--- config.mk ---
export PLATFORM = sky130hd
export DESIGN_NAME = mult_div_unit
export DESIGN_NICKNAME = d
export VERILOG_FILES = /design/src/rtl/mult_div_unit_pkg.sv /design/src/rtl/mdu_iter_step.sv /design/src/rtl/mult_div_unit.sv
export SDC_FILE = /design/constraint.sdc
export NUM_CORES = 1
export LEC_CHECK = 0
export CORE_MARGIN = 2
export CORE_UTILIZATION = 42
export DETAILED_ROUTE_END_ITERATION = 10
export PLACE_DENSITY_LB_ADDON = 0.25
export SLEW_MARGIN = 20
export SYNTH_ARGS = -nofsm -noshare
export SYNTH_HDL_FRONTEND = slang
export SYNTH_SLANG_ARGS = --single-unit
--- constraint.sdc ---
create_clock -name Clk -period 4.3 [get_ports Clk]
set_clock_uncertainty 0.05 [all_clocks]
set_input_delay 0.86 -clock Clk [delete_from_list [all_inputs] [get_ports Clk]]
set_output_delay 0.86 -clock Clk [all_outputs]
set_load 0.01 [all_outputs]
--- src/rtl/mult_div_unit_pkg.sv ---
// mult_div_unit_pkg: op codes, FSM states and operand helpers for the iterative multiply/divide unit.
package mult_div_unit_pkg;
    localparam logic [2:0] MDU_MULT  = 3'd0;
    localparam logic [2:0] MDU_MULTU = 3'd1;
    localparam logic [2:0] MDU_DIV   = 3'd2;
    localparam logic [2:0] MDU_DIVU  = 3'd3;
    localparam logic [2:0] MDU_MTHI  = 3'd4;
    localparam logic [2:0] MDU_MTLO  = 3'd5;
    localparam int MDU_ITERS = 32;

    typedef enum logic [1:0] {
        IDLE   = 2'd0,
        CALC   = 2'd1,
        FINISH = 2'd2
    } mduState_e;

    function automatic logic [31:0] magnitude(input logic [31:0] value, input logic isSigned);
        return (isSigned && value[31]) ? -value : value;
    endfunction
endpackage

--- src/rtl/mdu_iter_step.sv ---
// mdu_iter_step: one radix-2 step, shift-add multiply or restoring divide on a 64-bit accumulator.
module mdu_iter_step (
    input  logic        isDiv,
    input  logic [63:0] acc,
    input  logic [31:0] operand,
    output logic [63:0] accNext
);
    logic [32:0] sum;
    logic [32:0] trial;
    logic [31:0] diff;
    always_comb begin
        sum = {1'b0, acc[63:32]} + (acc[0] ? {1'b0, operand} : 33'd0);
        trial = acc[63:31];
        diff = trial[31:0] - operand;
        // divide keeps {remainder, dividend/quotient}; a successful trial shifts in a 1
        accNext = !isDiv ? {sum, acc[31:1]}
                : (trial >= {1'b0, operand}) ? {diff, acc[30:0], 1'b1}
                : {acc[62:0], 1'b0};
    end
endmodule

--- src/rtl/mult_div_unit.sv ---
// mult_div_unit: iterative 32-bit MULT/MULTU/DIV/DIVU with HI/LO registers and single-cycle MTHI/MTLO.
module mult_div_unit
    import mult_div_unit_pkg::*;
(
    input  logic        Clk,
    input  logic        ResetN,
    input  logic        Start,
    input  logic [2:0]  Op,
    input  logic [31:0] OperandA,
    input  logic [31:0] OperandB,
    output logic        Busy,
    output logic        Done,
    output logic [31:0] Hi,
    output logic [31:0] Lo
);
    mduState_e state, nextState;
    logic [5:0]  count;
    logic [2:0]  opReg;
    logic        signA, signB, divZero;
    logic [63:0] acc, accNext, product;
    logic [31:0] operand, quo, rem;
    logic        accept, isSignedOp, isDivOp, negQ, negR;

    assign accept = state == IDLE && Start && Op <= MDU_DIVU;
    assign isSignedOp = opReg == MDU_MULT || opReg == MDU_DIV;
    assign isDivOp = opReg == MDU_DIV || opReg == MDU_DIVU;
    assign Busy = state != IDLE;

    mdu_iter_step uStep (
        .isDiv  (isDivOp),
        .acc    (acc),
        .operand(operand),
        .accNext(accNext)
    );

    always_ff @(posedge Clk) begin
        if (!ResetN) state <= IDLE;
        else state <= nextState;
    end

    always_comb begin
        nextState = accept ? CALC
                  : (state == CALC && count == 6'(MDU_ITERS - 1)) ? FINISH
                  : (state == FINISH) ? IDLE
                  : state;
    end

    // signed results are produced from magnitudes and corrected once at the end
    always_comb begin
        negQ = isSignedOp && (signA ^ signB);
        negR = isSignedOp && signA;
        product = negQ ? -acc : acc;
        quo = divZero ? '1 : negQ ? -acc[31:0] : acc[31:0];
        rem = negR ? -acc[63:32] : acc[63:32];
    end

    always_ff @(posedge Clk) begin
        if (!ResetN) begin
            count <= '0;
            opReg <= '0;
            signA <= 1'b0;
            signB <= 1'b0;
            divZero <= 1'b0;
            acc <= '0;
            operand <= '0;
            Done <= 1'b0;
            Hi <= '0;
            Lo <= '0;
        end else begin
            Done <= state == FINISH;
            if (accept) begin
                count <= '0;
                opReg <= Op;
                signA <= OperandA[31];
                signB <= OperandB[31];
                divZero <= Op[1] && OperandB == '0;
                acc <= {32'd0, magnitude(OperandA, !Op[0])};
                operand <= magnitude(OperandB, !Op[0]);
            end else if (state == CALC) begin
                acc <= accNext;
                count <= count + 6'd1;
            end else if (state == FINISH) begin
                Hi <= isDivOp ? rem : product[63:32];
                Lo <= isDivOp ? quo : product[31:0];
            end
            if (state == IDLE && Start && Op == MDU_MTHI) Hi <= OperandA;
            if (state == IDLE && Start && Op == MDU_MTLO) Lo <= OperandA;
        end
    end
endmodule

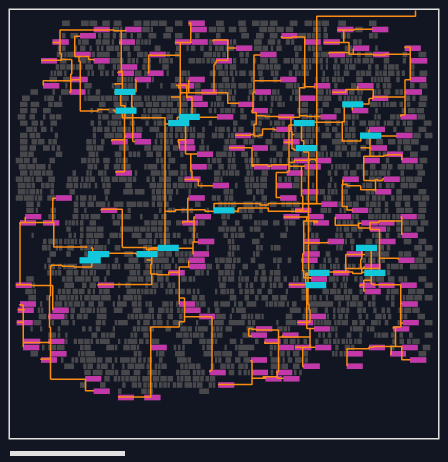
clock_map.png
Bar = 50 um.
- clock wires: orange (length 2,710 um)
- flip-flops: magenta (count 175)
- cells driving clock nets: cyan (count 17)
- routed clock nets: 18
clk latency late pin: 0.45 ns
Power Clock: 1780 uW

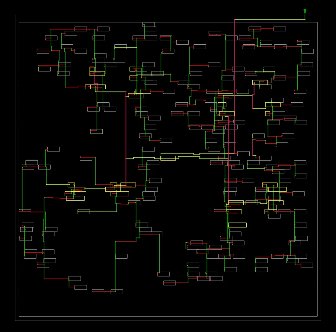
final_clocks.png
clkbuf count: 21
flop count: 175

==> run_results.csv <==
group,metric,value,unit
worst_setup_path,worst_path_largest_cell_delay,0.45,ns
route,drt-initial-drc-count,1612,
yosys,ys_warn_count,0,
global_route,antenna_found_initial,1,
placed_design,dp_cells,2443,
clock_network,htreeDepth,4,
clock_network,postCtsHoldBufs,0,
yosys,synth_chip_area,14000,um^2
worst_setup_path,crit_type,"reg -> reg",
layout,final_common_cell,"a21oi_1",
worst_setup_path,crit_path_top_delay_cell,"dfxtp_1",
clock_network,cts_buffers,17,
yosys,netlist_instances,1927,
worst_setup_path,cp.arrival,4.20,ns
global_route,grtUsageTotal,28.0,%
worst_setup_path,path_cells,"clkinv_1 -> buf_4 -> nor2_1 -> ha_1 -> a211oi_1 -> nor2_1 -> a31oi_1 -> o21ai_0 -> a41oi_1 -> o211ai_1 -> nand2_1 -> o221ai_1 -> o311a_1 -> a22o_1",
clock_network,clk_path_buf_depth,2,
clock_network,cts_resized,0,
worst_setup_path,path_buffers,2,
clock_network,clock_sinks,175,
global_route,grt_pass1_wl,78600,um
route,drcViolationCount,0,
sta,tightest_slew,0.995,ns
route,dr.pass1.iters,5,
route,ant_nets,0,
yosys,topCellsByArea,"dfxtp_1 25%, a21oi_1 10%, ha_1 6.2%, nand2_1 5.9%, xnor2_1 5.8%",
hold_path,worstHoldPathCells,2,
yosys,yosys.area.top_type_share,25.0,%
pwr,p_sw,1810,uW
yosys,synth_seq_share,25.0,%
placed_design,portBuffers,135,
die,die_width,187,um
yosys,synthTopCellsByCount,"294 x a21oi_1, 219 x nand2_1, 175 x dfxtp_1, 144 x nor2_1, 133 x o21ai_0",
sta,fin_crit,3.92,ns
sta,hold_viol,0,
worst_setup_path,start_kind,"flip-flop",
layout,syn2layout_area_growth,18.4,%
pwr,power_frac_seq,34.7,%
run_status,outcome,"finished, final reports clean",
yosys,syn_area,14000,um^2
run,cap_violations,0,
sta,setup-tns-final,0,ns
clock_network,root_buffer,"clkbuf_16",
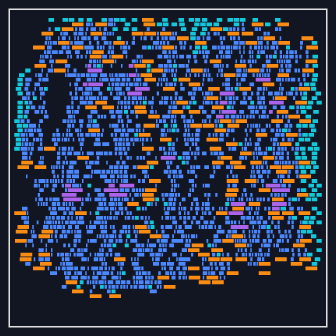
cell_classes.png
- all other logic: blue (cells 1,630)
- other buffers and delay cells: cyan (cells 196)
- flip-flops: orange (cells 175)
- clock drivers and dummy loads: purple (cells 31)
Placeable Area: 32,700 um^2
Row Count: 66
area of all placed cells without fillers: 16,600 um^2
Seq/total area: 21.1%
Post-Route Utilization: 50.8%

[metal layers]
| metal | global-route usage (%) | part of all wire (%) |
|---|---|---|
| met5 | 0 | 0 |
| met4 | 11.0 | 3.5 |
| met3 | 4.40 | 7.7 |
| met2 | 46.5 | 46 |
| met1 | 36.4 | 43 |
[registers in the layout (all words and copies together), names as in the netlist]
register / count
state: 2
acc: 64
operand: 32
Hi: 32
Lo: 32
Done: 1
count: 6
opReg: 3
divZero: 1
signB: 1
signA: 1
[layout make-up]
cell class	instances	share of cell area (%)
Tap cell	442	3.33
Antenna cell	1	0.0151
Timing Repair Buffer	196	10.9
Inverter	62	1.40
Clock buffer	21	2.89
Sequential cell	175	21.1
Multi-Input combinational cell	1568	59.3
Clock inverter	10	1.06
[cells by family (layout without fill, tap and decap cells)]
kind of cell             count (synthesis)  count (layout)  synth area share [%]
buffers and inverters                  184             289                  5.17
AND-OR/OR-AND                          680             680                  29.8
AND/OR/NAND/NOR                        629             629                  21.6
XOR/XNOR                               169             169                  10.6
adder cells (fa/ha/maj)                 71              71                  6.44
flip-flops                             175             175                  25.0
other                                    0               1                     0
multiplexers                            19              19                  1.45
[power by group through the flow]
stage	Sequential [uW]	Combinational, uW	Clock (uW)
finish	1800	1610	1780
global route	1810	1740	1860
global placement	1830	1560	0
floorplan	1790	1060	0
CTS	1790	1570	1800
detailed placement	1830	1560	0
[final timing paths]
kind	slack [ns]	start	endpoint
hold reg to reg	0.42	opReg[0]$_SDFFE_PN0P_	opReg[0]$_SDFFE_PN0P_
hold / removal	0.42	opReg[0]$_SDFFE_PN0P_	opReg[0]$_SDFFE_PN0P_
setup reg to reg	0.38	acc[0]$_SDFFE_PN0P_	acc[63]$_SDFFE_PP0P_
setup / recovery	0.38	acc[0]$_SDFFE_PN0P_	acc[63]$_SDFFE_PP0P_
No activity file was given, so power comes from the tool's default toggle rates.
